<file path="src/rtl/sprite_scan_scheduler.sv">
// Per-line sprite scheduler: scans the sprite register bank, queues up to MAX_PER_LINE
// visible sprites in slot order, then hands them one at a time to the print datapath.
module sprite_scan_scheduler #(
  parameter int NUM_SLOTS    = 8,
  parameter int MAX_PER_LINE = 4,
  parameter int SPRITE_H     = 20
) (
  input  logic        clk,
  input  logic        reset,
  input  logic        line_start,
  input  logic [8:0]  pixel_y,
  output logic [2:0]  slot_addr,
  input  logic [31:0] slot_data,
  output logic [31:0] sprite_data,
  output logic        print_req,
  input  logic        print_ack,
  output logic [2:0]  visible_count,
  output logic        overflow,
  output logic        busy
);

  localparam int SCAN_W = $clog2(NUM_SLOTS + 1);
  localparam int QW     = (MAX_PER_LINE > 1) ? $clog2(MAX_PER_LINE) : 1;
  localparam logic [SCAN_W-1:0] LAST_SCAN = SCAN_W'(NUM_SLOTS);
  localparam logic [SCAN_W-1:0] LAST_ADDR = SCAN_W'(NUM_SLOTS - 1);

  typedef enum logic [1:0] {IDLE, SCAN, DISPATCH, WAIT_ACK} state_t;

  state_t             state, state_next;
  logic [8:0]         line_y;
  logic [SCAN_W-1:0]  scan_cnt;
  logic [2:0]         k;
  logic [31:0]        queue [MAX_PER_LINE];

  logic [9:0] y_ext, line_ext, diff;
  logic       eval, visible, room, push, scan_done;
  logic [2:0] cnt_after;

  // Slot data lags its address by one clk, so scan step n evaluates slot n-1.
  assign eval      = (state == SCAN) && (scan_cnt != '0);
  assign y_ext     = {1'b0, slot_data[18:10]};
  assign line_ext  = {1'b0, line_y};
  assign diff      = line_ext - y_ext;
  assign visible   = slot_data[31] && (line_ext >= y_ext) && (diff < 10'(SPRITE_H));
  assign room      = {1'b0, visible_count} < 4'(MAX_PER_LINE);
  assign push      = eval && visible && room;
  assign scan_done = (state == SCAN) && (scan_cnt == LAST_SCAN);
  assign cnt_after = visible_count + {2'b00, push};
  assign busy      = (state != IDLE);

  always_ff @(posedge clk or negedge reset) begin
    if (!reset) state <= IDLE;
    else        state <= state_next;
  end

  always_comb begin
    state_next = state;
    if (line_start) begin
      state_next = SCAN;
    end else begin
      case (state)
        SCAN:     if (scan_done) state_next = (cnt_after == 3'd0) ? IDLE : DISPATCH;
        DISPATCH: state_next = WAIT_ACK;
        WAIT_ACK: if (print_ack) state_next = ((k + 3'd1) == visible_count) ? IDLE : DISPATCH;
        default:  state_next = state;
      endcase
    end
  end

  always_ff @(posedge clk or negedge reset) begin
    if (!reset) begin
      line_y        <= '0;
      slot_addr     <= '0;
      scan_cnt      <= '0;
      k             <= '0;
      visible_count <= '0;
      overflow      <= 1'b0;
      sprite_data   <= '0;
      print_req     <= 1'b0;
      for (int i = 0; i < MAX_PER_LINE; i++) queue[i] <= '0;
    end else if (line_start) begin
      // A new line always wins, abandoning whatever was in flight.
      line_y        <= pixel_y;
      slot_addr     <= '0;
      scan_cnt      <= '0;
      k             <= '0;
      visible_count <= '0;
      overflow      <= 1'b0;
      print_req     <= 1'b0;
      for (int i = 0; i < MAX_PER_LINE; i++) queue[i] <= '0;
    end else begin
      case (state)
        SCAN: begin
          scan_cnt  <= scan_cnt + 1'b1;
          slot_addr <= (scan_cnt < LAST_ADDR) ? slot_addr + 3'd1 : 3'd0;
          if (push) begin
            queue[visible_count[QW-1:0]] <= slot_data;
            visible_count                <= visible_count + 3'd1;
          end
          if (eval && visible && !room) overflow <= 1'b1;
        end
        DISPATCH: begin
          sprite_data <= queue[k[QW-1:0]];
          print_req   <= 1'b1;
        end
        WAIT_ACK: begin
          if (print_ack) begin
            print_req <= 1'b0;
            k         <= k + 3'd1;
          end
        end
        default: ;
      endcase
    end
  end

endmodule

</file>
<file path="config.mk">
export PLATFORM = sky130hd
export DESIGN_NAME = sprite_scan_scheduler
export DESIGN_NICKNAME = d
export VERILOG_FILES = /design/src/rtl/sprite_scan_scheduler.sv
export SDC_FILE = /design/constraint.sdc
export NUM_CORES = 1
export LEC_CHECK = 0
export CORE_UTILIZATION = 50
export CTS_CLUSTER_DIAMETER = 200
export DETAILED_ROUTE_END_ITERATION = 8
export PLACE_DENSITY = 0.71
export SYNTH_ARGS = -nofsm -noshare
export SYNTH_HDL_FRONTEND = slang
export SYNTH_SLANG_ARGS = --single-unit
</file>
<file path="constraint.sdc">
create_clock -name clk -period 3.25 [get_ports clk]
set_input_delay 0.65 -clock clk [delete_from_list [all_inputs] [get_ports clk]]
set_output_delay 0.65 -clock clk [all_outputs]
set_load 0.01 [all_outputs]
</file>
Figure 1. I/O nets highlighted (run 1).
(2 px per µm)
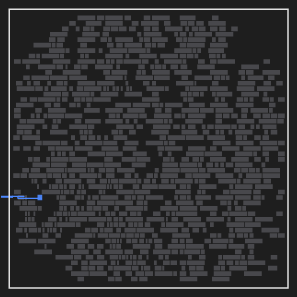
[busy] blue | bits: 1 | direction: output | end cells: 1 | wire: 19.5 µm
# IOs: 86
I/O Buffers: 85

Figure 2. Gate-type map (run 1).
(3 px per µm)
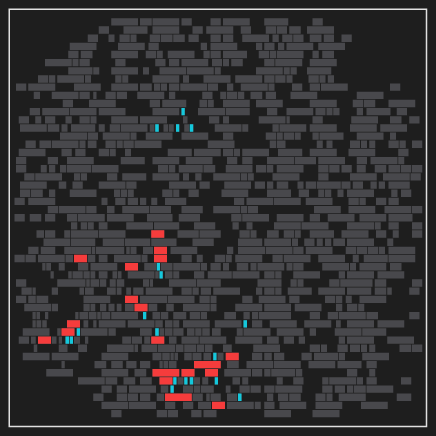
[adder and majority cells] red | cells: 19 | most used: ha_1
[inverters] cyan | cells: 19 | most used: inv_1

Figure 3. Placement view (run 1).
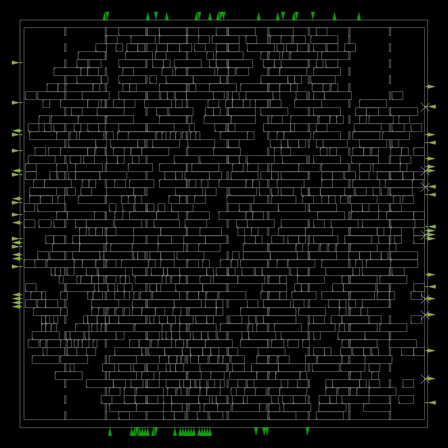
FILL cells: 1,415
core box area: 0.01815 mm²
final core occ: 0.6183
tap cells: 229

==> flow_metrics.py, run 1 <==
# Auto-generated metrics
metrics = {
    "run_status": {
        "outcome": "finished with violations",
        "violations": "DRC",
    },
    "clocking": {
        "cts_tree": "done",
        "post_cts_buffers": 1,
        "clock_sinks": 186,
        "clk_pin_slew_ns": 0.07,
        "cts-buffers-inserted": 17,
        "cts_buffer_depth": 2,
    },
    "drt": {
        "final_antenna_net_count": 0,
        "vias": 5788,
        "drcViolationCount": 7,
        "routed_via_density": 5.486,
        "route.met3.wl_um": 550,
        "wl_per_cell_um": 18.33,
        "first_pass_iters": 8,
        "routed_wirelength_um": 19340,
    },
    "grt": {
        "grt_max_degree": 86,
        "grt_util_met1": 0.2890,
        "use_met3": 0.04351,
        "grt_pass1_wl_um": 32840,
        "top_usage_layer": "met2",
    },
    "critical_path": {
        "reg2reg_to": "state[1]$_DFFE_PN0P_",
        "crit_chain": "clkdlybuf4s50_1 > inv_2 > ha_4 > a21oi_4 > o21ai_1 > a41oi_2 > mux2_4 > nand3b_1 > inv_1 > ha_1 > ha_1 > nor3_2 > a21oi_1 > o21ai_1 > o21ai_1 > nand2_1 > o21ai_0",
        "cpMaxStageDelayCell": "clkdlybuf4s50_1",
        "crit_top_cell": "o21ai_1",
        "critPathRequiredTime_ns": 3.57,
        "crit_start": "slot_data[15]",
        "r2r-start": "line_y[1]$_DFFE_PN0P_",
        "critical_path_arrival_ns": 3.41,
        "critPathLaunchType": "input pin",
        "r2r_cells": 16,
    },
    "floorplanning": {
        "initial_utilization": 0.5141,
        "die_area_mm2": 0.01921,
        "die_w_um": 138.6,
    },
    "timing": {
        "finalSetupViolCount": 0,
        "drv_slew": 0,
        "worst_slew_margin_rel": 0.5381,
        "hold_violations": 0,
        "tns_ns": 0,
        "worst_slack_ns": 0.1573,
        "finalCritPeriodShare": 0.9516,
        "min_period_ns": 3.093,
        "worstMarginPinSlew_ns": 0.6928,
        "fmax_mhz": 323.3,
    },
    "placed_design": {
        "post-place-cells": 1020,
        "pre_cts_slack_ns": -0.6543,
        "post_dp_cell_area_mm2": 0.01055,
    },
    "final_layout": {
        "seq_area_mm2": 0.004657,
        "comb_area_frac": 0.3917,
        "largestClassByArea": "flip-flops and latches",
        "inv_count": 19,
        "clkCellAreaFrac": 0.05152,
        "layout.non_clock_buffers": 117,
        "drive_above_1_share": 0.1925,
        "sh_seq_area": 0.4150,
    },
    "logic_synthesis": {
        "ys_dominant_reg_cell": "dfrtp_1",
        "syn_inst": 727,
        "yosysWarnings": 0,
        "synth_chip_area_mm2": 0.009330,
        "synthArstFlopShare": 1.000,
        "edf_count": 0,
    },
    "power": {
        "top_power_group": "sequential cells",
        "p_sw_w": 0.001151,
        "clk-power_w": 0.00206,
        "clkPwrFrac": 0.425,
        "power_w": 0.004837,
    },
    "run": {
        "warning_count": 31,
    },
}
==> run 1: logic make-up (layout without fill, tap and decap cells) <==
| kind of cell | Yosys count | count (layout) | synth area share |
|---|---|---|---|
| AOI/OAI and AO/OA | 33 | 33 | 0.02159 |
| xor gates and xnor gates | 13 | 13 | 0.01220 |
| adders and majority gates | 19 | 19 | 0.02548 |
| buffers and inverters | 69 | 168 | 0.03889 |
| DFF | 186 | 186 | 0.4989 |
| muxes | 201 | 201 | 0.2647 |
| and+or+nand+nor | 206 | 206 | 0.1383 |
==> run 1: placed cells by master (no fill, tap or decap), types with 3 or more instances in the layout <==
| cell | synthesis | final |
|---|---|---|
| a21oi_1 | 13 | 11 |
| a31oi_1 | 4 | 4 |
| buf_12 | 0 | 11 |
| buf_4 | 2 | 22 |
| clkbuf_16 | 0 | 17 |
| clkdlybuf4s50_1 | 0 | 79 |
| clkinv_2 | 0 | 3 |
| clkinv_4 | 0 | 3 |
| dfrtp_1 | 186 | 184 |
| dlymetal6s2s_1 | 0 | 3 |
| ha_1 | 19 | 16 |
| ha_4 | 0 | 3 |
| inv_1 | 19 | 17 |
| mux2_2 | 42 | 42 |
| mux2i_1 | 126 | 126 |
| mux4_2 | 32 | 32 |
| nand2_1 | 10 | 10 |
| nand2b_1 | 160 | 160 |
| nand4_1 | 3 | 3 |
| nand4b_4 | 4 | 4 |
| nor2_1 | 17 | 17 |
| nor2b_1 | 5 | 4 |
| o21ai_0 | 6 | 3 |
| o21ai_1 | 0 | 3 |
| xnor2_1 | 6 | 6 |
| xor2_1 | 7 | 7 |
==> run 1: sequential cells by signal, indices dropped and copies added (netlist names) <==
signal         flops
queue            128
print_req          1
sprite_data       32
state              2
overflow           1
line_y             9
visible_count      3
scan_cnt           4
slot_addr          3
k                  3
## Run 2: what changed since run 1
--- a/config.mk
+++ b/config.mk
@@ -5,6 +5,7 @@
 export SDC_FILE = /design/constraint.sdc
 export NUM_CORES = 1
 export LEC_CHECK = 0
+export CORE_MARGIN = 3
 export CORE_UTILIZATION = 50
 export CTS_CLUSTER_DIAMETER = 200
 export DETAILED_ROUTE_END_ITERATION = 8
Figure 4. Cells by drive strength (run 2).
(3 px per µm)
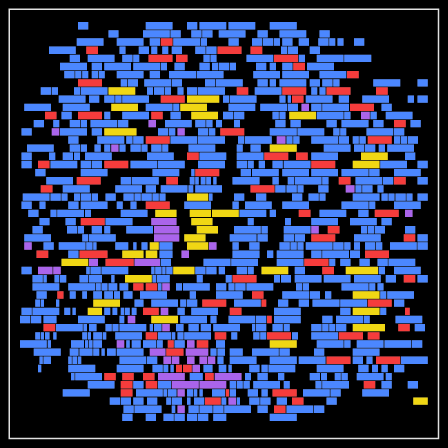
[_2 cells] red | cells: 90 | share: 11%
[_6 and larger] yellow | cells: 34 | share: 4.1%
[_0 and _1 cells] blue | cells: 662 | share: 80%
[_3 and _4 cells] purple | cells: 41 | share: 5.0%
Area Growth Syn to Fin: 20.95%
layout buffer count excluding clock buffers: 118

Figure 5. I/O pins on the die edge (run 2).
(3 px per µm) Pins as bars across the die edge, other pins in gray.
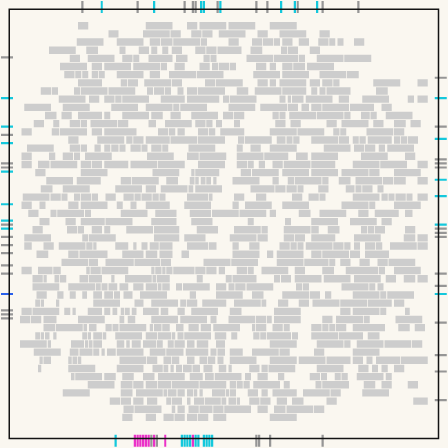
[slot_data] cyan | pins: 32 | direction: input | edge: 11 bottom, 8 top, 7 left, 6 right
[busy] blue | pins: 1 | direction: output | edge: left
[pixel_y] magenta | pins: 9 | direction: input | edge: bottom
all pins by edge: 26 bottom, 21 left, 20 right, 19 top
Die Wd: 142.6 µm
die extent in y: 142.6 µm

==> run 2 against run 1 <==
The flow now finishes without violations. Sequential power about the same. Sequential share of layout area decreased by 0.23 points. Synthesized area unchanged. Clock power increased by 9%. Critical path type unchanged.
==> flow_metrics.py, run 2 <==
# Auto-generated metrics
metrics = {
    "logic_synthesis": {
        "top_cell": "dfrtp_1",
        "ys_seq_frac": 0.4989,
        "syn_inst": 727,
        "synthArstFlopShare": 1.000,
        "ys_dominant_reg_cell": "dfrtp_1",
        "edf_count": 0,
        "synth_area_per_cell_um2": 12.83,
        "synth_chip_area_mm2": 0.009330,
        "yosysWarnings": 0,
    },
    "critical_path": {
        "cp_max_fo": 2,
        "crit_chain": "clkdlybuf4s50_1 > inv_1 > ha_1 > buf_4 > a41oi_2 > mux2_4 > nand3b_1 > inv_1 > ha_2 > ha_1 > nor3_2 > a21oi_1 > o21ai_1 > o21ai_1 > nand2_1 > o21ai_0",
        "r2r_cells": 17,
        "critPathLaunchType": "input pin",
        "critical_path_arrival_ns": 3.33,
        "critPathRequiredTime_ns": 3.56,
        "cpMaxStageDelayCell": "clkdlybuf4s50_1",
    },
    "final_layout": {
        "inv_count": 19,
        "comb_area_frac": 0.3916,
        "largestClassByArea": "flip-flops and latches",
        "fin_util": 0.6218,
        "clkCellAreaFrac": 0.05633,
        "comb_area_mm2": 0.004419,
        "largest_reg_flops": 128,
        "fillers": 1398,
        "largest-register": "queue",
        "seq_area_mm2": 0.004657,
        "sh_seq_area": 0.4127,
        "lay_top_count": "dfrtp_1",
        "drive_above_1_share": 0.1995,
        "final_cell_mix": "dfrtp_1 (184), nand2b_1 (160), mux2i_1 (126), clkdlybuf4s50_1 (79), mux2_2 (42)",
        "top_regs": "queue: 128 flops, sprite_data: 32 flops, line_y: 9 flops",
    },
    "power": {
        "powerSeq_w": 0.00236,
        "powerComb_w": 0.000419,
        "clkPwrFrac": 0.446,
        "p_leak_nw": 5.805,
        "top_power_group": "sequential cells",
        "power_w": 0.005017,
    },
    "placed_design": {
        "pre_cts_slack_ns": -0.5982,
        "port-buffer-count": 85,
        "post-place-cells": 1022,
        "post_dp_cell_area_mm2": 0.01054,
    },
    "clocking": {
        "cts_tree": "done",
        "cts_buffer_depth": 2,
        "cts-buffers-inserted": 17,
        "clk_pin_slew_ns": 0.07,
    },
    "timing": {
        "hold_violations": 0,
        "finalCritPeriodShare": 0.9292,
        "tns_ns": 0,
        "worstMarginPinSlew_ns": 0.8758,
        "drv_slew": 0,
        "min_period_ns": 3.020,
        "fmax_mhz": 331.2,
        "worst_slew_margin_rel": 0.4162,
        "finalSetupViolCount": 0,
        "worst_slack_ns": 0.2302,
    },
    "run": {
        "maxCapViolCount": 0,
        "warning_count": 35,
    },
    "run_status": {
        "outcome": "completed",
    },
    "grt": {
        "grt_pass1_wl_um": 32730,
        "grt_max_degree": 107,
    },
    "drt": {
        "first_pass_iters": 5,
        "wl_per_cell_um": 18.66,
        "final_antenna_net_count": 0,
        "routed_wirelength_um": 19710,
        "drcViolationCount": 0,
        "routed_via_density": 5.506,
        "vias": 5814,
    },
    "floorplanning": {
        "tap_cells": 229,
        "die_area_mm2": 0.02034,
        "initial_utilization": 0.5141,
        "rows": 49,
        "design.portCount": 86,
        "fp.coreArea_mm2": 0.01815,
    },
}
## run 2: cell count changes in the layout (fill, tap and decap cells not counted), moves of 2 or more
cell	before	now
buf_4	22	25
ha_1	16	13
buf_12	11	9
bufinv_16	2	4
ha_2	0	2
nor2_1	17	15
nor2_2	0	2
## run 2: worst paths after layout
| path | slack, ns | endpoint | startpoint |
|---|---|---|---|
| max reg2reg | 0.32 | state[1]$_DFFE_PN0P_ | line_y[1]$_DFFE_PN0P_ |
| max | 0.23 | state[1]$_DFFE_PN0P_ | slot_data[16] |
| min reg2reg | 0.51 | sprite_data[9]$_DFFE_PN0P_ | sprite_data[9]$_DFFE_PN0P_ |
| max in group asynchronous | 2.08 | queue[67]$_DFFE_PN0P_ | reset |
| min | 0.31 | queue[109]$_DFFE_PN0P_ | reset |
| min in group clk | 0.51 | sprite_data[9]$_DFFE_PN0P_ | sprite_data[9]$_DFFE_PN0P_ |
## run 2: timing repair
action / in CTS / in global routing
pin swaps: 3 / 11
gates cloned: 0 / 0
setup buffers: 0 / 2
resized: 2 / 21
endpoints found under the setup margin: 1 / 1
## run 2: per-layer routing
layer | vias up | track usage | share of wire
met2 | 93 | 0.3321 | 0.50
met5 | - | 0 | 0
li1 | 2690 | - | -
met4 | 0 | 0.05353 | 0.014
met3 | 22 | 0.04066 | 0.030
met1 | 3009 | 0.2794 | 0.45
## run 2: cell families (layout without fill, tap and decap cells)
group	after synthesis	in the layout	share of synthesized area
AOI/OAI and AO/OA	33	33	0.02159
xor gates and xnor gates	13	13	0.01220
adders and majority gates	19	19	0.02548
buffers and inverters	69	169	0.03889
DFF	186	186	0.4989
muxes	201	201	0.2647
and+or+nand+nor	206	206	0.1383
## Run 3: what changed since run 2
--- a/config.mk
+++ b/config.mk
@@ -5,11 +5,13 @@
 export SDC_FILE = /design/constraint.sdc
 export NUM_CORES = 1
 export LEC_CHECK = 0
+export ABC_CLOCK_PERIOD_IN_PS = 3250
 export CORE_MARGIN = 3
 export CORE_UTILIZATION = 50
 export CTS_CLUSTER_DIAMETER = 200
 export DETAILED_ROUTE_END_ITERATION = 8
 export PLACE_DENSITY = 0.71
+export SKIP_LAST_GASP = 1
 export SYNTH_ARGS = -nofsm -noshare
 export SYNTH_HDL_FRONTEND = slang
 export SYNTH_SLANG_ARGS = --single-unit
Figure 6. Placement view (run 3).
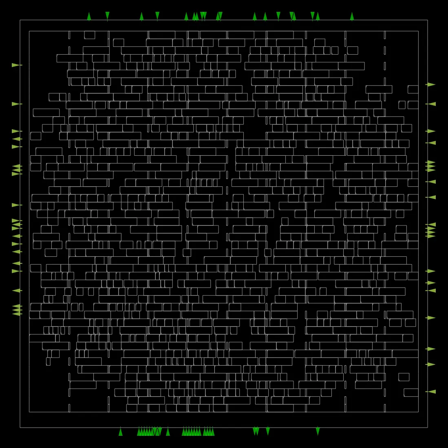
site row count: 49
FILL cells: 1,398
Layout Cells excl Fill: 1,056

Figure 7. I/O nets highlighted (run 3).
(2 px per µm)
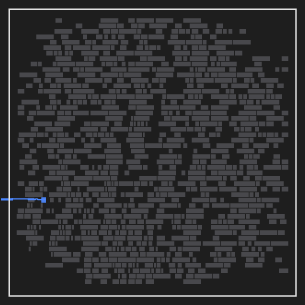
[busy] blue | bits: 1 | direction: output | end cells: 1 | wire: 21.3 µm

==> run 3 against run 2 <==
Clock power barely moved. Total power did not move. Combinational power barely moved. Worst setup slack did not move. Critical endpoint unchanged.
==> flow_metrics.py, run 3 <==
# Auto-generated metrics
metrics = {
    "clocking": {
        "post_cts_buffers": 0,
        "cts.repair.resized": 2,
        "clk_pin_slew_ns": 0.07,
        "cts_buffer_depth": 2,
        "clock_sinks": 186,
        "cts_tree": "done",
    },
    "logic_synthesis": {
        "edf_count": 0,
        "ys_seq_frac": 0.4989,
        "top_cell": "dfrtp_1",
        "ys_dominant_reg_cell": "dfrtp_1",
        "synthArstFlopShare": 1.000,
        "syn_inst": 727,
        "yosysWarnings": 0,
        "synth_area_per_cell_um2": 12.83,
    },
    "critical_path": {
        "cpMaxStageDelayCell": "clkdlybuf4s50_1",
        "worstSetupPathType": "input pin to flip-flop",
        "critPathRequiredTime_ns": 3.56,
        "cp_max_fo": 2,
        "max_stage_delay_ns": 0.51,
        "reg2reg_to": "state[1]$_DFFE_PN0P_",
        "crit_start": "slot_data[16]",
        "critPathLaunchType": "input pin",
        "reg2reg_setup_slack_ns": 0.32,
        "r2r_cells": 17,
        "critical_path_arrival_ns": 3.33,
        "r2r-start": "line_y[1]$_DFFE_PN0P_",
        "crit_chain": "clkdlybuf4s50_1 > inv_1 > ha_1 > buf_4 > a41oi_2 > mux2_4 > nand3b_1 > inv_1 > ha_2 > ha_1 > nor3_2 > a21oi_1 > o21ai_1 > o21ai_1 > nand2_1 > o21ai_0",
    },
    "run": {
        "warning_count": 35,
        "maxCapViolCount": 0,
    },
    "final_layout": {
        "inv_count": 19,
        "comb_area_mm2": 0.004419,
        "largest-register": "queue",
        "seq_area_mm2": 0.004657,
        "lay_top_count": "dfrtp_1",
        "clkCellAreaFrac": 0.05633,
        "drive_above_1_share": 0.1995,
        "comb_area_frac": 0.3916,
        "layout.non_clock_buffers": 118,
        "top_regs": "queue: 128 flops, sprite_data: 32 flops, line_y: 9 flops",
        "sh_seq_area": 0.4127,
        "final_cell_mix": "dfrtp_1 (184), nand2b_1 (160), mux2i_1 (126), clkdlybuf4s50_1 (79), mux2_2 (42)",
        "area_growth_pct": 20.95,
    },
    "floorplanning": {
        "die_area_mm2": 0.02034,
        "initial_utilization": 0.5141,
        "die_w_um": 142.6,
        "fp.coreArea_mm2": 0.01815,
        "tap_cells": 229,
        "die_y_um": 142.6,
        "design.portCount": 86,
    },
    "drt": {
        "first_pass_iters": 5,
        "wl_per_cell_um": 18.66,
        "vias": 5814,
        "final_antenna_net_count": 0,
        "routed_via_density": 5.506,
        "routed_wirelength_um": 19710,
    },
    "power": {
        "p_leak_nw": 5.805,
        "ir_drop_uv": 360.1,
        "power_w": 0.005017,
    },
    "run_status": {
        "outcome": "completed",
    },
    "grt": {
        "grt_pass1_wl_um": 32730,
        "grt_max_degree": 107,
    },
    "timing": {
        "worstMarginPinSlew_ns": 0.8758,
        "worst_slack_ns": 0.2302,
        "worst_slew_margin_rel": 0.4162,
        "finalCritPeriodShare": 0.9292,
        "fmax_mhz": 331.2,
        "drv_slew": 0,
        "finalSetupViolCount": 0,
        "hold_violations": 0,
    },
    "placed_design": {
        "pre_cts_slack_ns": -0.5982,
        "place_congestion": 0.8463,
    },
}
-- run 3: how the worst max path moves through the flow --
stage          cells past startpoint                   end
2_1_floorplan                     17  state[1]$_DFFE_PN0P_
3_3_place_gp                      18  state[1]$_DFFE_PN0P_
3_5_place_dp                      18  state[1]$_DFFE_PN0P_
4_1_cts                           16  state[1]$_DFFE_PN0P_
5_1_grt                           18  state[1]$_DFFE_PN0P_
6_report                          16  state[1]$_DFFE_PN0P_
-- run 3: cell families after synthesis --
| family | synth area share |
|---|---|
| mux | 0.2647 |
| flops | 0.4989 |
| fa+ha+maj | 0.02548 |
| xor+xnor | 0.01220 |
| buf+inv | 0.03889 |
| simple gates | 0.1383 |
| compound gates | 0.02159 |
-- run 3: worst max-delay path: cells and delay by family --
kind            cells  cell delay, ns
compound gates      5            0.52
mux                 1            0.33
simple gates        3            0.28
buf+inv             4            0.77
fa+ha+maj           3            0.77
-- run 3: power by group --
| group | internal (W) | switching [W] | leakage [nW] |
|---|---|---|---|
| logic | 0.000205 | 0.000214 | 2.93 |
| registers | 0.00234 | 0.0000244 | 2.57 |
| clock network | 0.00132 | 0.000916 | 0.309 |
| total | 0.00386 | 0.00115 | 5.81 |
-- run 3: through the flow --
step                      TNS [ns]    util  hold slack (ns)  std cells  instance area [µm²]
final                            0  0.6218           0.3102       1056                11280
after global placement      -9.549  0.5810           0.4886       1022                10540
after global routing             0  0.6218           0.3698       1056                11280
after CTS                        0  0.6167           0.3637       1054                11190
after detailed placement    -12.60  0.5810           0.4944       1022                10540
after floorplan                  0       -           0.3544        727                 9341
-- run 3: metal layers --
metal | share of wire | track usage | vias up
li1 | - | - | 2690
met1 | 0.45 | 0.2794 | 3009
met2 | 0.50 | 0.3321 | 93
met3 | 0.030 | 0.04066 | 22
met4 | 0.014 | 0.05353 | 0
met5 | 0 | 0 | -
Power and IR drop assume default switching activity.
